[src/rtl/uart_cmd_ctrl.sv]
// UART command controller: parses framed command packets, updates channel
// trigger/vector registers and trig_en, and returns one response byte per command.
module uart_cmd_ctrl #(
   parameter int unsigned TIMEOUT_CYC = 12000,
   parameter logic [7:0]  ACK         = 8'h06,
   parameter logic [7:0]  NAK         = 8'h15
) (
   input  logic       clk,
   input  logic       nrst,
   input  logic [7:0] rx_data,
   input  logic       rx_valid,
   input  logic       tx_ready,
   output logic [7:0] tx_data,
   output logic       tx_start,
   output logic [7:0] trigout_ch0,
   output logic [7:0] trigout_ch1,
   output logic [7:0] trigout_ch2,
   output logic [7:0] trigout_ch3,
   output logic [7:0] vctrout_ch0,
   output logic [7:0] vctrout_ch1,
   output logic [7:0] vctrout_ch2,
   output logic [7:0] vctrout_ch3,
   output logic       trig_en,
   output logic       busy,
   output logic       err
);

   localparam logic [2:0] S_IDLE = 3'd0;
   localparam logic [2:0] S_ARG1 = 3'd1;
   localparam logic [2:0] S_ARG2 = 3'd2;
   localparam logic [2:0] S_ARG3 = 3'd3;
   localparam logic [2:0] S_RESP = 3'd4;

   localparam logic [7:0] H_WR = 8'h53;
   localparam logic [7:0] H_EN = 8'h5C;
   localparam logic [7:0] H_RD = 8'hA5;

   localparam logic [15:0] TO_LIM = TIMEOUT_CYC[15:0];

   logic [2:0]  r_state;
   logic [7:0]  r_hdr;
   logic [7:0]  r_b1;
   logic [7:0]  r_b2;
   logic [15:0] r_cnt;
   logic [7:0]  r_trig [4];
   logic [7:0]  r_vctr [4];
   logic        r_trig_en;
   logic [7:0]  r_tx_data;
   logic        r_tx_start;
   logic        r_busy;
   logic        r_err;

   logic        w_hdr_ok;
   logic        w_exec;
   logic [7:0]  w_sel;
   logic        w_ch_ok;
   logic        w_sel_ok;
   logic [1:0]  w_idx;
   logic [7:0]  w_rd_val;
   logic [15:0] w_cnt_nxt;
   logic        w_to;
   logic        w_in_arg;

   assign w_hdr_ok = (rx_data == H_WR) || (rx_data == H_EN) ||
                     (rx_data == H_RD);

   assign w_in_arg = (r_state == S_ARG1) || (r_state == S_ARG2) ||
                     (r_state == S_ARG3);

   // The final byte of a packet is consumed straight from rx_data.
   assign w_exec = rx_valid &&
                   (((r_state == S_ARG1) && (r_hdr == H_EN)) ||
                    ((r_state == S_ARG2) && (r_hdr == H_RD)) ||
                    (r_state == S_ARG3));

   assign w_sel    = (r_state == S_ARG2) ? rx_data : r_b2;
   assign w_ch_ok  = (r_b1 < 8'd4);
   assign w_sel_ok = (w_sel == 8'h01) || (w_sel == 8'h02);
   assign w_idx    = r_b1[1:0];
   assign w_rd_val = (w_sel == 8'h01) ? r_trig[w_idx] : r_vctr[w_idx];

   assign w_cnt_nxt = (r_cnt == 16'hFFFF) ? r_cnt : r_cnt + 16'd1;
   assign w_to      = (w_cnt_nxt == TO_LIM);

   always_ff @(posedge clk or negedge nrst) begin
      if (!nrst) begin
         r_state    <= S_IDLE;
         r_hdr      <= '0;
         r_b1       <= '0;
         r_b2       <= '0;
         r_cnt      <= '0;
         r_trig_en  <= 1'b0;
         r_tx_data  <= '0;
         r_tx_start <= 1'b0;
         r_busy     <= 1'b0;
         r_err      <= 1'b0;
         for (int i = 0; i < 4; i++) begin
            r_trig[i] <= '0;
            r_vctr[i] <= '0;
         end
      end else begin
         r_tx_start <= 1'b0;
         r_err      <= 1'b0;
         case (r_state)
            S_IDLE: begin
               r_cnt <= '0;
               if (rx_valid) begin
                  if (w_hdr_ok) begin
                     r_hdr   <= rx_data;
                     r_state <= S_ARG1;
                     r_busy  <= 1'b1;
                  end else begin
                     r_err <= 1'b1;
                  end
               end
            end
            S_ARG1, S_ARG2, S_ARG3: begin
               if (w_exec) begin
                  r_cnt   <= '0;
                  r_state <= S_RESP;
                  r_tx_data <= NAK;
                  unique case (1'b1)
                     (r_hdr == H_EN): begin
                        if (rx_data[7:1] == 7'd0) begin
                           r_trig_en <= rx_data[0];
                           r_tx_data <= ACK;
                        end
                     end
                     (r_hdr == H_RD): begin
                        if (w_ch_ok && w_sel_ok)
                           r_tx_data <= w_rd_val;
                     end
                     default: begin
                        if (w_ch_ok && w_sel_ok) begin
                           if (w_sel == 8'h01)
                              r_trig[w_idx] <= rx_data;
                           else
                              r_vctr[w_idx] <= rx_data;
                           r_tx_data <= ACK;
                        end
                     end
                  endcase
               end else if (rx_valid) begin
                  r_cnt <= '0;
                  if (r_state == S_ARG1) begin
                     r_b1    <= rx_data;
                     r_state <= S_ARG2;
                  end else begin
                     r_b2    <= rx_data;
                     r_state <= S_ARG3;
                  end
               end else if (w_to) begin
                  r_cnt   <= '0;
                  r_state <= S_IDLE;
                  r_busy  <= 1'b0;
                  r_err   <= 1'b1;
                  r_hdr   <= '0;
                  r_b1    <= '0;
                  r_b2    <= '0;
               end else begin
                  r_cnt <= w_cnt_nxt;
               end
            end
            S_RESP: begin
               r_cnt <= '0;
               // Bytes arriving while a response is pending are overruns.
               if (rx_valid)
                  r_err <= 1'b1;
               if (tx_ready) begin
                  r_tx_start <= 1'b1;
                  r_state    <= S_IDLE;
                  r_busy     <= 1'b0;
               end
            end
            default: begin
               r_state <= S_IDLE;
               r_busy  <= 1'b0;
            end
         endcase
      end
   end

   assign tx_data     = r_tx_data;
   assign tx_start    = r_tx_start;
   assign trigout_ch0 = r_trig[0];
   assign trigout_ch1 = r_trig[1];
   assign trigout_ch2 = r_trig[2];
   assign trigout_ch3 = r_trig[3];
   assign vctrout_ch0 = r_vctr[0];
   assign vctrout_ch1 = r_vctr[1];
   assign vctrout_ch2 = r_vctr[2];
   assign vctrout_ch3 = r_vctr[3];
   assign trig_en     = r_trig_en;
   assign busy        = r_busy;
   assign err         = r_err;

   logic w_unused;
   assign w_unused = w_in_arg;

endmodule

[config.mk]
export PLATFORM = sky130hd
export DESIGN_NAME = uart_cmd_ctrl
export DESIGN_NICKNAME = d
export VERILOG_FILES = /design/src/rtl/uart_cmd_ctrl.sv
export SDC_FILE = /design/constraint.sdc
export NUM_CORES = 1
export LEC_CHECK = 0
export ABC_CLOCK_PERIOD_IN_PS = 3900
export CORE_MARGIN = 5
export CORE_UTILIZATION = 50
export DETAILED_ROUTE_END_ITERATION = 12
export GPL_ROUTABILITY_DRIVEN = 0
export GPL_TIMING_DRIVEN = 1
export PLACE_DENSITY = 0.76
export SYNTH_ARGS = -nofsm -noshare
export SYNTH_HDL_FRONTEND = slang
export SYNTH_SLANG_ARGS = --single-unit
[constraint.sdc]
create_clock -name clk -period 3.9 [get_ports clk]
set_input_delay 1.17 -clock clk [delete_from_list [all_inputs] [get_ports clk]]
set_output_delay 1.17 -clock clk [all_outputs]
set_load 0.02 [all_outputs]
Figure 1. Signal wires on met1 (run 1).
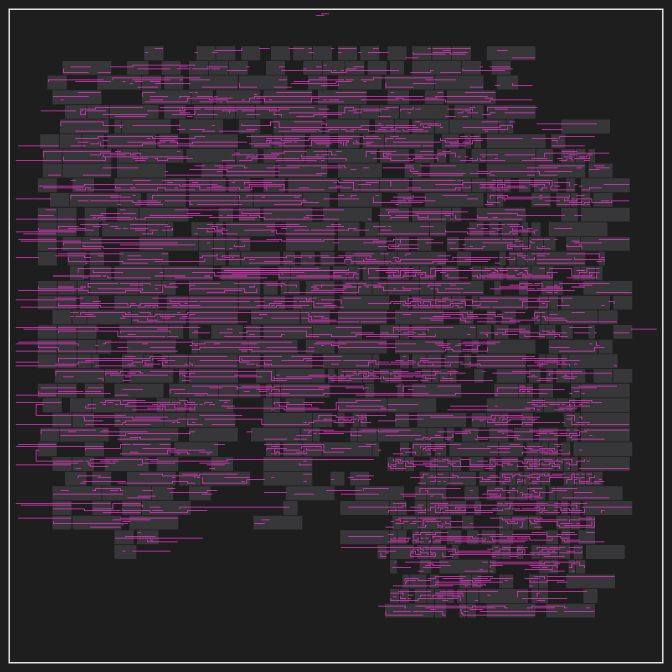
- longest straight run: 44.6 um
- share of all routed wire: 44%
- main direction: horizontal

Figure 2. Metal 2 (run 1).
Scale bar: 20 um.
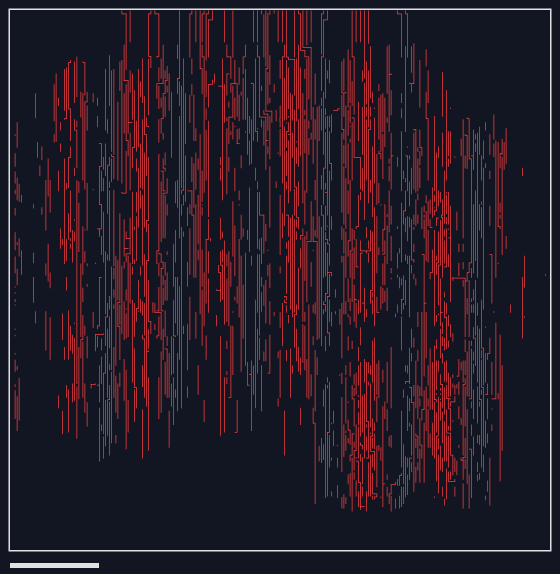
- wire length on this layer: 8330 um
- nets with wire on the layer: 599
- longest straight run: 45.6 um
- share of all routed wire: 46%

Figure 3. Met3 routing (run 1).
Scale bar: 20 um.
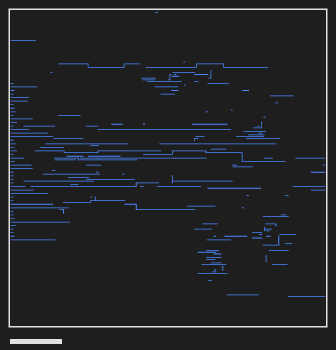
- main direction: horizontal
- share of all routed wire: 7.5%
vias after detailed routing: 5119
total detailed-routing wirelength: 17900 um
met3 GRT Util: 8.58%

==> notes.md, run 1 <==
Quick summary of the implementation run below.

The final-stage net count is 676. The endpoint of the most critical setup path is trigout_ch0[6]. The count of synthesis-stage warnings from yosys came out at 0.

The insertion delay at the late pin of the worst-skew pair is 0.43 ns. The cell type with the largest total area after synthesis is sky130_fd_sc_hd__dfrtp_1. Per the detail_route report, routed wire per instance is 21.8 um. After detailed routing, the number of remaining DRC violations is 0. The run finished with clean final reports.

Yosys shows that the main logic family after synthesis is multiplexers. The xor-xnor portion of the synthesized cell area is 0.855%. The worst setup path is of the in -> reg kind. For hold timing, the worst endpoint is trig_en. Sequential cells were found to cover 48.4% of the synthesized design area. The synthesized netlist devotes 14.8% of its cell area to simple gates. The starting density of the core is 51.2%. The register bit total from synthesis is 119.

Once detailed placement completed, the half-perimeter wirelength came to 12100 um. The post-synthesis instance area came out at 6150 sq um. Setup repair after global routing left no endpoint under its margin. The most frequent cell after synthesis is sky130_fd_sc_hd__dfrtp_1.

Traced cell by cell, the critical path runs through clkdlybuf4s50_1 > nor4_1 > buf_4 > nand2_1 > o21ai_2 > o21ai_4 > or4b_1 > or3_1 > buf_4 > mux2_4. The summed negative setup slack over all endpoints came out at 0 ns. The portion of the layout cell area used by non-clock buffers came out at 15.2%. The via count of the first global-routing pass was 5302.

In the detailed route, the total length drawn on met3 is 1350 um. The met2 routing resource usage after global routing is 39.2%. The number of cells in the design after placement is 791.

The worst path setup slack after routing came out at 0.307 ns. The power attributed to sequential cells is 1570 uW. The launch point of the worst min-delay path is recorded as trig_en. In this run the mean area of a mapped cell was 11.2 sq um.

The share of cell area taken by flip-flops and latches came out at 36.8%. The fraction of registers with async set or reset after synthesis came out at 100%.
==> run 2, diff against run 1 <==
--- a/config.mk
+++ b/config.mk
@@ -6,12 +6,13 @@
 export NUM_CORES = 1
 export LEC_CHECK = 0
 export ABC_CLOCK_PERIOD_IN_PS = 3900
+export CAP_MARGIN = 20
 export CORE_MARGIN = 5
 export CORE_UTILIZATION = 50
 export DETAILED_ROUTE_END_ITERATION = 12
 export GPL_ROUTABILITY_DRIVEN = 0
 export GPL_TIMING_DRIVEN = 1
-export PLACE_DENSITY = 0.76
+export PLACE_DENSITY = 0.74
 export SYNTH_ARGS = -nofsm -noshare
 export SYNTH_HDL_FRONTEND = slang
 export SYNTH_SLANG_ARGS = --single-unit
Figure 4. Signal wires on met1 (run 2).
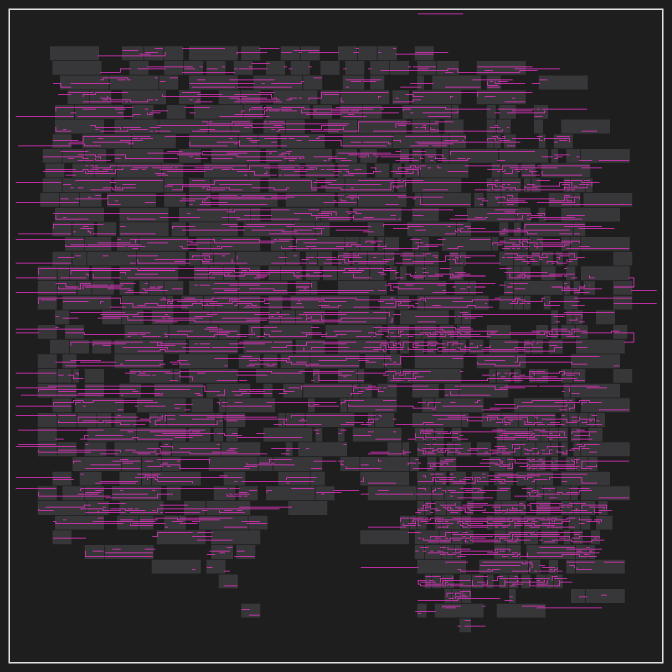
- wire length on this layer: 7340 um
- longest straight run: 28.5 um
- share of all routed wire: 42%
total detailed-routing wirelength: 17500 um
met1 track demand over resource: 33.4%

Figure 5. Met3 routing (run 2).
Scale bar: 20 um.
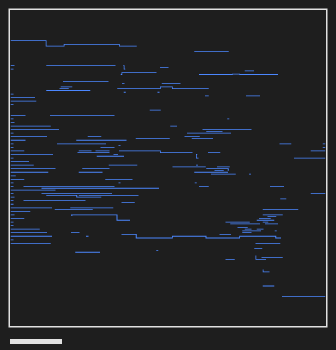
- nets with wire on the layer: 111
- longest straight run: 44.6 um
- main direction: horizontal
- wire length on this layer: 1290 um

==> run 2 against run 1 <==
Net effect:
- critical path depth unchanged
- power shrank 4.3%
- core utilization is 0.67 points lower
- critical path type unchanged
- largest cell class unchanged
- highest routed layer unchanged
==> notes.md, run 2 <==
Quick summary of the implementation run below.

Counting every sink on the clock net gives 119. The synthesized-area fraction occupied by and/or/nand/nor cells was 14.8% (unchanged). The worst setup path is of the in -> reg kind.

The post-synthesis cell count came out at 551. The insertion delay at the late pin of the worst-skew pair is 0.42 ns (about the same). The count of synthesis-stage warnings from yosys is 0 (unchanged). The power report shows net switching accounting for 30.6% of the total. The met3 wirelength from detailed routing is 1290 um (-4.5%). The arrival time of data at the critical path endpoint is 3.83 ns.

The share of cell area taken by flip-flops and latches is 37.1% (+0.37 points). The portion of the layout cell area used by non-clock buffers is 15.1% (-0.067 points). The post-synthesis instance area is 6150 sq um (unchanged). Setup repair after global routing left no endpoint under its margin. The cell type with the largest total area after synthesis is sky130_fd_sc_hd__dfrtp_1. The via count is 5143 (+0.47%).

The clock-cell share of area is 7.69%. The number of buffers created by CTS is 17. The worst path setup slack after routing came out at 0.377 ns (+0.0701 ns). The endpoint of the worst hold path is reported as tx_data[2].

The number of ports placed on the die boundary came out at 88. The mean instance size in the synthesized netlist came out at 11.2 sq um (unchanged). The summed negative setup slack over all endpoints came out at 0 ns (unchanged). The xor-xnor portion of the synthesized cell area came out at 0.855% (unchanged).

The worst hold path belongs to the class reg -> reg. The power attributed to sequential cells came out at 1570 uW (about the same). The register bit total from synthesis came to 119 (unchanged). The via count of the first global-routing pass is 5299 (-0.057%).

Among the non-sequential cells, multiplexers take the most area. The half-perimeter wire length of the detailed placement result is 12100 um (+0.29%). The largest part of the power goes to the clock network.

The most frequent cell after synthesis is sky130_fd_sc_hd__dfrtp_1. The run finished with clean final reports. The fraction of registers with async set or reset after synthesis came to 100% (unchanged). The internal power is 2830 uW. The met2 routing resource usage after global routing came out at 39.7% (+0.42 points).

Counting along the longest clock path gives a buffer depth of 2. The part of the Yosys area used for sequential elements came to 48.4% (unchanged). The global routing usage on met3 was 7.79% (-0.79 points). In this run the critical path is formed by clkdlybuf4s50_1 > nor4_1 > buf_4 > nand2_1 > o21ai_2 > o21ai_4 > or4b_1 > or3_1 > buf_4 > mux2_4. For reference, the critical path is captured by trigout_ch0[2]. At the worst endpoint, the required time is 4.21 ns. According to the cell report, flip-flops and latches in the layout number 119.

The highest clock rate came out at 0.284 GHz. The mean routed wirelength per cell was 21.2 um (-2.5%). The DRC violation count after routing is 0 (unchanged).

The starting density of the core was 51.2% (unchanged). Global routing used 25.1% of the available tracks across all layers. The launch point of the worst min-delay path is recorded as tx_data[2]. The final-stage net count came out at 677 (+0.15%).
Power and IR drop assume default switching activity.
